Design avalon_fp_mult_master, sky130hd; sources not shown.
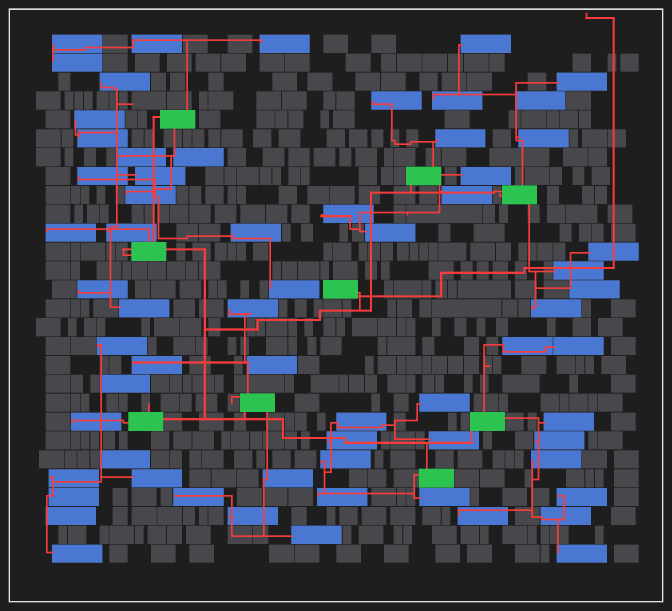
Fig. 1. Clock network drawn from the DEF (run 1).
legend:
  red:
    item: clock wires
    length: 893 um
  blue:
    item: flip-flops
    count: 65
  green:
    item: clock drivers
    count: 9
routed clock nets: 10
Fin Clk Skew: 12.4 ps
Late-Pin Clk Latency: 360 ps

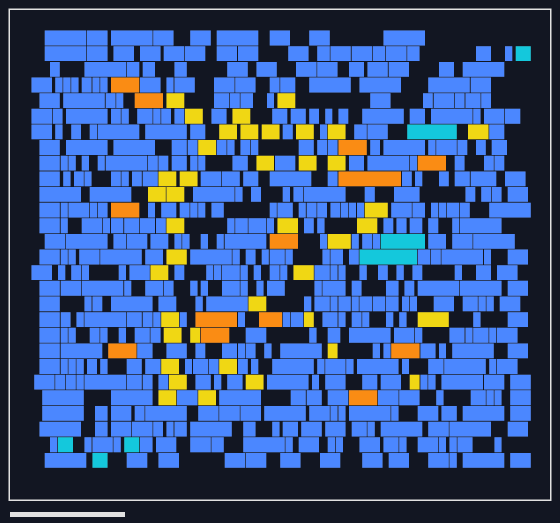
Fig. 2. Cells by drive strength (run 1).
Bar = 20 um.
legend:
  cyan:
    size: _3 and _4 cells
    cells: 7
    share: 1.2%
  yellow:
    size: _2 cells
    cells: 40
    share: 7.0%
  orange:
    size: _6 and larger
    cells: 13
    share: 2.3%
  blue:
    size: _0 and _1 cells
    cells: 509
    share: 89%
finished layout cell area: 4910 um^2
post-synthesis to final-layout area growth: 33.2%
number of non-clock buffers in the layout: 134
worst path setup slack after routing: 293 ps

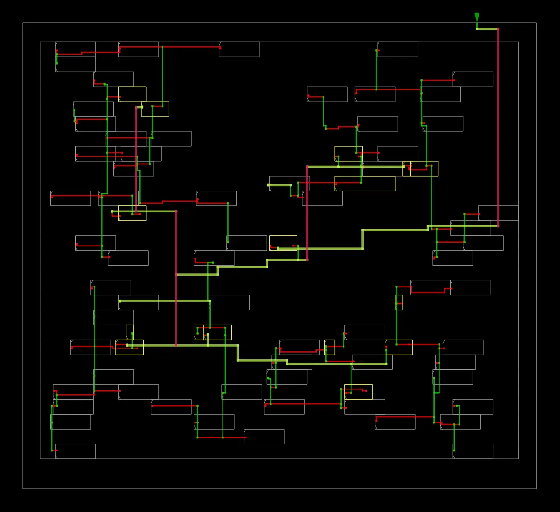
Fig. 3. Clock routing (run 1).
TritonCTS buffer count: 9
power in the clock group: 0.654 mW

==> impl_results.html, run 1 <==
<h2>Synthesis and place &amp; route</h2>
<table>
<tr><th>Metric</th><th>Value</th></tr>
<tr><th colspan="2">Run status</th></tr>
<tr><td>Outcome</td><td>completed</td></tr>
<tr><th colspan="2">Die</th></tr>
<tr><td>Die Size</td><td>7990 um^2</td></tr>
<tr><td>Total number of placement rows</td><td>28</td></tr>
<tr><td>Initial core utilization</td><td>0.554</td></tr>
<tr><td>Area of the core</td><td>~6700 um^2</td></tr>
<tr><th colspan="2">Power</th></tr>
<tr><td>Overall Power</td><td>about 2.3 mW</td></tr>
<tr><td>Sw Ratio</td><td>0.376</td></tr>
<tr><td>Leading power group</td><td>sequential cells</td></tr>
<tr><td>Power share of the clock group</td><td>0.284</td></tr>
<tr><td>Sequential share of power</td><td>0.369</td></tr>
<tr><th colspan="2">Run</th></tr>
<tr><td>Max_cap viols</td><td>0</td></tr>
<tr><td>Tool Warnings</td><td>27</td></tr>
<tr><th colspan="2">Clock tree</th></tr>
<tr><td>Hold-fix buffer count after cts</td><td>0</td></tr>
<tr><td>Post-CTS Repair Setup Buffers</td><td>0</td></tr>
<tr><td>CTS H-tree lvls</td><td>3</td></tr>
<tr><th colspan="2">Global routing</th></tr>
<tr><td>Vias in the first global route</td><td>between 3000 and 4000</td></tr>
<tr><td>M3 GR Usage</td><td>0.0718</td></tr>
<tr><td>Number of antenna violations at the first check in global routing</td><td>0</td></tr>
<tr><th colspan="2">STA</th></tr>
<tr><td>Minimum clock period after layout</td><td>about 3100 ps</td></tr>
<tr><td>Worst slew pin tran</td><td>approximately 1000 ps</td></tr>
<tr><td>Hold Vio Cnt, Final</td><td>0</td></tr>
<tr><td>Unrepaired setup endpoints after global routing</td><td>false</td></tr>
<tr><th colspan="2">Worst setup path</th></tr>
<tr><td>Crit-path cells</td><td>clkdlybuf4s50_1, clkbuf_1, clkbuf_1, o21ai_0, a211o_1, o32ai_1</td></tr>
<tr><td>Nature of the critical path startpoint</td><td>input pin</td></tr>
<tr><td>Most Frequent Cell on Critical Path</td><td>sky130_fd_sc_hd__clkbuf_1</td></tr>
<tr><td>Category of cells accounting for the largest share of critical-path delay</td><td>buffers and inverters</td></tr>
<tr><td>Logic depth of the worst setup path including buffers</td><td>6</td></tr>
<tr><td>Crit path max-delay cell type</td><td>sky130_fd_sc_hd__clkdlybuf4s50_1</td></tr>
<tr><td>Worst Path Max Fanout</td><td>10</td></tr>
<tr><th colspan="2">Drt</th></tr>
<tr><td>Highest routing layer actually used</td><td>met4</td></tr>
<tr><td>Number of DRC markers in iteration 0</td><td>~250</td></tr>
<tr><td>Met1 WL</td><td>between 4 and 5 mm</td></tr>
<tr><td>Post-detailed-route DRC marker count</td><td>0</td></tr>
<tr><th colspan="2">Cells and area</th></tr>
<tr><td>Fill cell count</td><td>between 500 and 600</td></tr>
<tr><td>Final sequential cell count</td><td>~65</td></tr>
<tr><td>Number of inserted diodes</td><td>0</td></tr>
<tr><td>Non-clock inverter count</td><td>24</td></tr>
<tr><td>Total Nets Final</td><td>619</td></tr>
<tr><td>Non-filler cells, final</td><td>approximately 660</td></tr>
<tr><td>Cell class with the largest area share</td><td>combinational gates</td></tr>
<tr><td>Most frequent cells in the layout</td><td>91 x sky130_fd_sc_hd__clkdlybuf4s50_1, 76 x sky130_fd_sc_hd__nand2_1, 65 x sky130_fd_sc_hd__dfxtp_1</td></tr>
<tr><th colspan="2">Place</th></tr>
<tr><td>Inst Count DP</td><td>around 640</td></tr>
<tr><td>Global placement routability congestion</td><td>around 0.97</td></tr>
<tr><th colspan="2">Synth</th></tr>
<tr><td>Synth area leader</td><td>sky130_fd_sc_hd__dfxtp_1</td></tr>
<tr><td>Post-synth design cell area</td><td>approximately 3700 um^2</td></tr>
<tr><td>Post-synthesis cell count from yosys</td><td>between 400 and 500</td></tr>
<tr><td>Cell types with the largest area share after synthesis</td><td>sky130_fd_sc_hd__dfxtp_1 35%, sky130_fd_sc_hd__a21oi_1 7.9%, sky130_fd_sc_hd__nand2_1 7.7%</td></tr>
<tr><td>Share of async-settable or async-resettable flops after synthesis</td><td>0</td></tr>
</table>
Fig. 4: run 1, I/O pins on the die edge
Pins as bars across the die edge, other pins in gray.
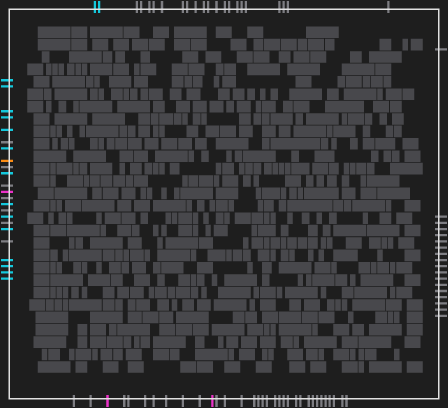

--- run 2 (diff from run 1) ---
--- a/config.mk
+++ b/config.mk
@@ -6,7 +6,6 @@
 export NUM_CORES = 1
 export LEC_CHECK = 0
 export CORE_ASPECT_RATIO = 0.9
-export CORE_MARGIN = 3
 export CORE_UTILIZATION = 53
 export CTS_CLUSTER_DIAMETER = 200
 export CTS_CLUSTER_SIZE = 28
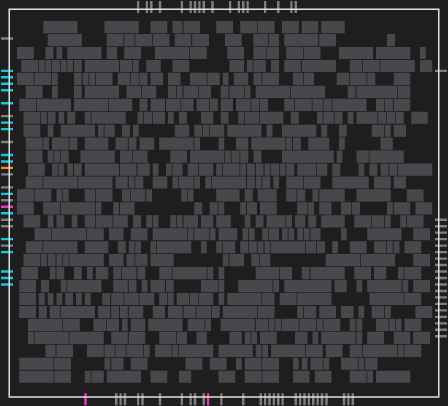
Fig. 5. I/O pins on the die edge (run 2).
Pins as bars across the die edge, other pins in gray.
legend:
  cyan:
    port: cmd_op2
    pins: 16
    direction: input
    edge: west
  magenta:
    port: avm_m1_address
    pins: 3
    direction: output
    edge: 2 south, 1 west
  orange:
    port: cmd_ready
    pins: 1
    direction: output
    edge: west
all pins by edge: 31 south, 27 west, 20 east, 18 north
y dimension of the die: 81.1 um
Die X-Extent: 89.9 um
IO buf count: 91

==> run 2 against run 1 <==
  * Fmax increased by 5.2%
  * Sequential power about the same
  * Worst hold slack barely moved
  * Non-clock buffer count stayed put
  * Die size fell by 8.8%
  * Clock skew decreased by 2.0 ps
  * Area after synthesis stayed put
  * Largest cell class unchanged
  * Flip-flop count unchanged
  * Final cell count fell by 0.15%
  * Utilization is 0.19 points lower
==> impl_results.html, run 2 <==
<h2>Synthesis and place &amp; route</h2>
<table>
<tr><th>Metric</th><th>Value</th></tr>
<tr><th colspan="2">Run status</th></tr>
<tr><td>Outcome</td><td>completed</td></tr>
<tr><th colspan="2">Die</th></tr>
<tr><td>Initial core utilization</td><td>0.554</td></tr>
<tr><td>Total number of placement rows</td><td>28</td></tr>
<tr><td>Area of the core</td><td>6660 um^2</td></tr>
<tr><th colspan="2">Clock tree</th></tr>
<tr><td>Hold-fix buffer count after cts</td><td>0</td></tr>
<tr><td>CTS H-tree lvls</td><td>3</td></tr>
<tr><th colspan="2">Drt</th></tr>
<tr><td>Highest routing layer actually used</td><td>met4</td></tr>
<tr><td>Number of DRC markers in iteration 0</td><td>349</td></tr>
<tr><td>Met1 WL</td><td>between 4 and 5 mm</td></tr>
<tr><th colspan="2">Cells and area</th></tr>
<tr><td>Fill cell count</td><td>534</td></tr>
<tr><td>Total Nets Final</td><td>619</td></tr>
<tr><td>Most frequent cells in the layout</td><td>91 x sky130_fd_sc_hd__clkdlybuf4s50_1, 76 x sky130_fd_sc_hd__nand2_1, 65 x sky130_fd_sc_hd__dfxtp_1</td></tr>
<tr><td>Post-synthesis to final-layout area growth</td><td>32.9%</td></tr>
<tr><td>Number of inserted diodes</td><td>0</td></tr>
<tr><td>Non-filler cells, final</td><td>between 600 and 700</td></tr>
<tr><td>Finished layout cell area</td><td>4900 um^2</td></tr>
<tr><td>Final sequential cell count</td><td>~65</td></tr>
<tr><td>Cell class with the largest area share</td><td>combinational gates</td></tr>
<tr><th colspan="2">Global routing</th></tr>
<tr><td>M3 GR Usage</td><td>0.0609</td></tr>
<tr><td>Number of antenna violations at the first check in global routing</td><td>0</td></tr>
<tr><th colspan="2">STA</th></tr>
<tr><td>Worst path setup slack after routing</td><td>about 450 ps</td></tr>
<tr><td>Worst slew pin tran</td><td>990 ps</td></tr>
<tr><td>Fin Clk Skew</td><td>just over 10 ps</td></tr>
<tr><td>Hold Vio Cnt, Final</td><td>0</td></tr>
<tr><th colspan="2">Power</th></tr>
<tr><td>Power share of the clock group</td><td>0.273</td></tr>
<tr><td>Sequential share of power</td><td>0.377</td></tr>
<tr><td>Power in the clock group</td><td>0.618 mW</td></tr>
<tr><th colspan="2">Synth</th></tr>
<tr><td>Share of async-settable or async-resettable flops after synthesis</td><td>0</td></tr>
<tr><td>Cell types with the largest area share after synthesis</td><td>sky130_fd_sc_hd__dfxtp_1 35%, sky130_fd_sc_hd__a21oi_1 7.9%, sky130_fd_sc_hd__nand2_1 7.7%</td></tr>
<tr><td>Post-synthesis cell count from yosys</td><td>between 400 and 500</td></tr>
<tr><th colspan="2">Place</th></tr>
<tr><td>Inst Count DP</td><td>643</td></tr>
<tr><td>Global placement routability congestion</td><td>between 0.9 and 1</td></tr>
<tr><th colspan="2">Worst setup path</th></tr>
<tr><td>Category of cells accounting for the largest share of critical-path delay</td><td>buffers and inverters</td></tr>
<tr><td>Worst Path Max Fanout</td><td>10</td></tr>
<tr><td>Logic depth of the worst setup path including buffers</td><td>7</td></tr>
<tr><td>Crit path max-delay cell type</td><td>sky130_fd_sc_hd__clkdlybuf4s50_1</td></tr>
<tr><th colspan="2">Run</th></tr>
<tr><td>Max_cap viols</td><td>0</td></tr>
</table>
Power figures rest on the tool's default switching activity, not on a simulated workload.
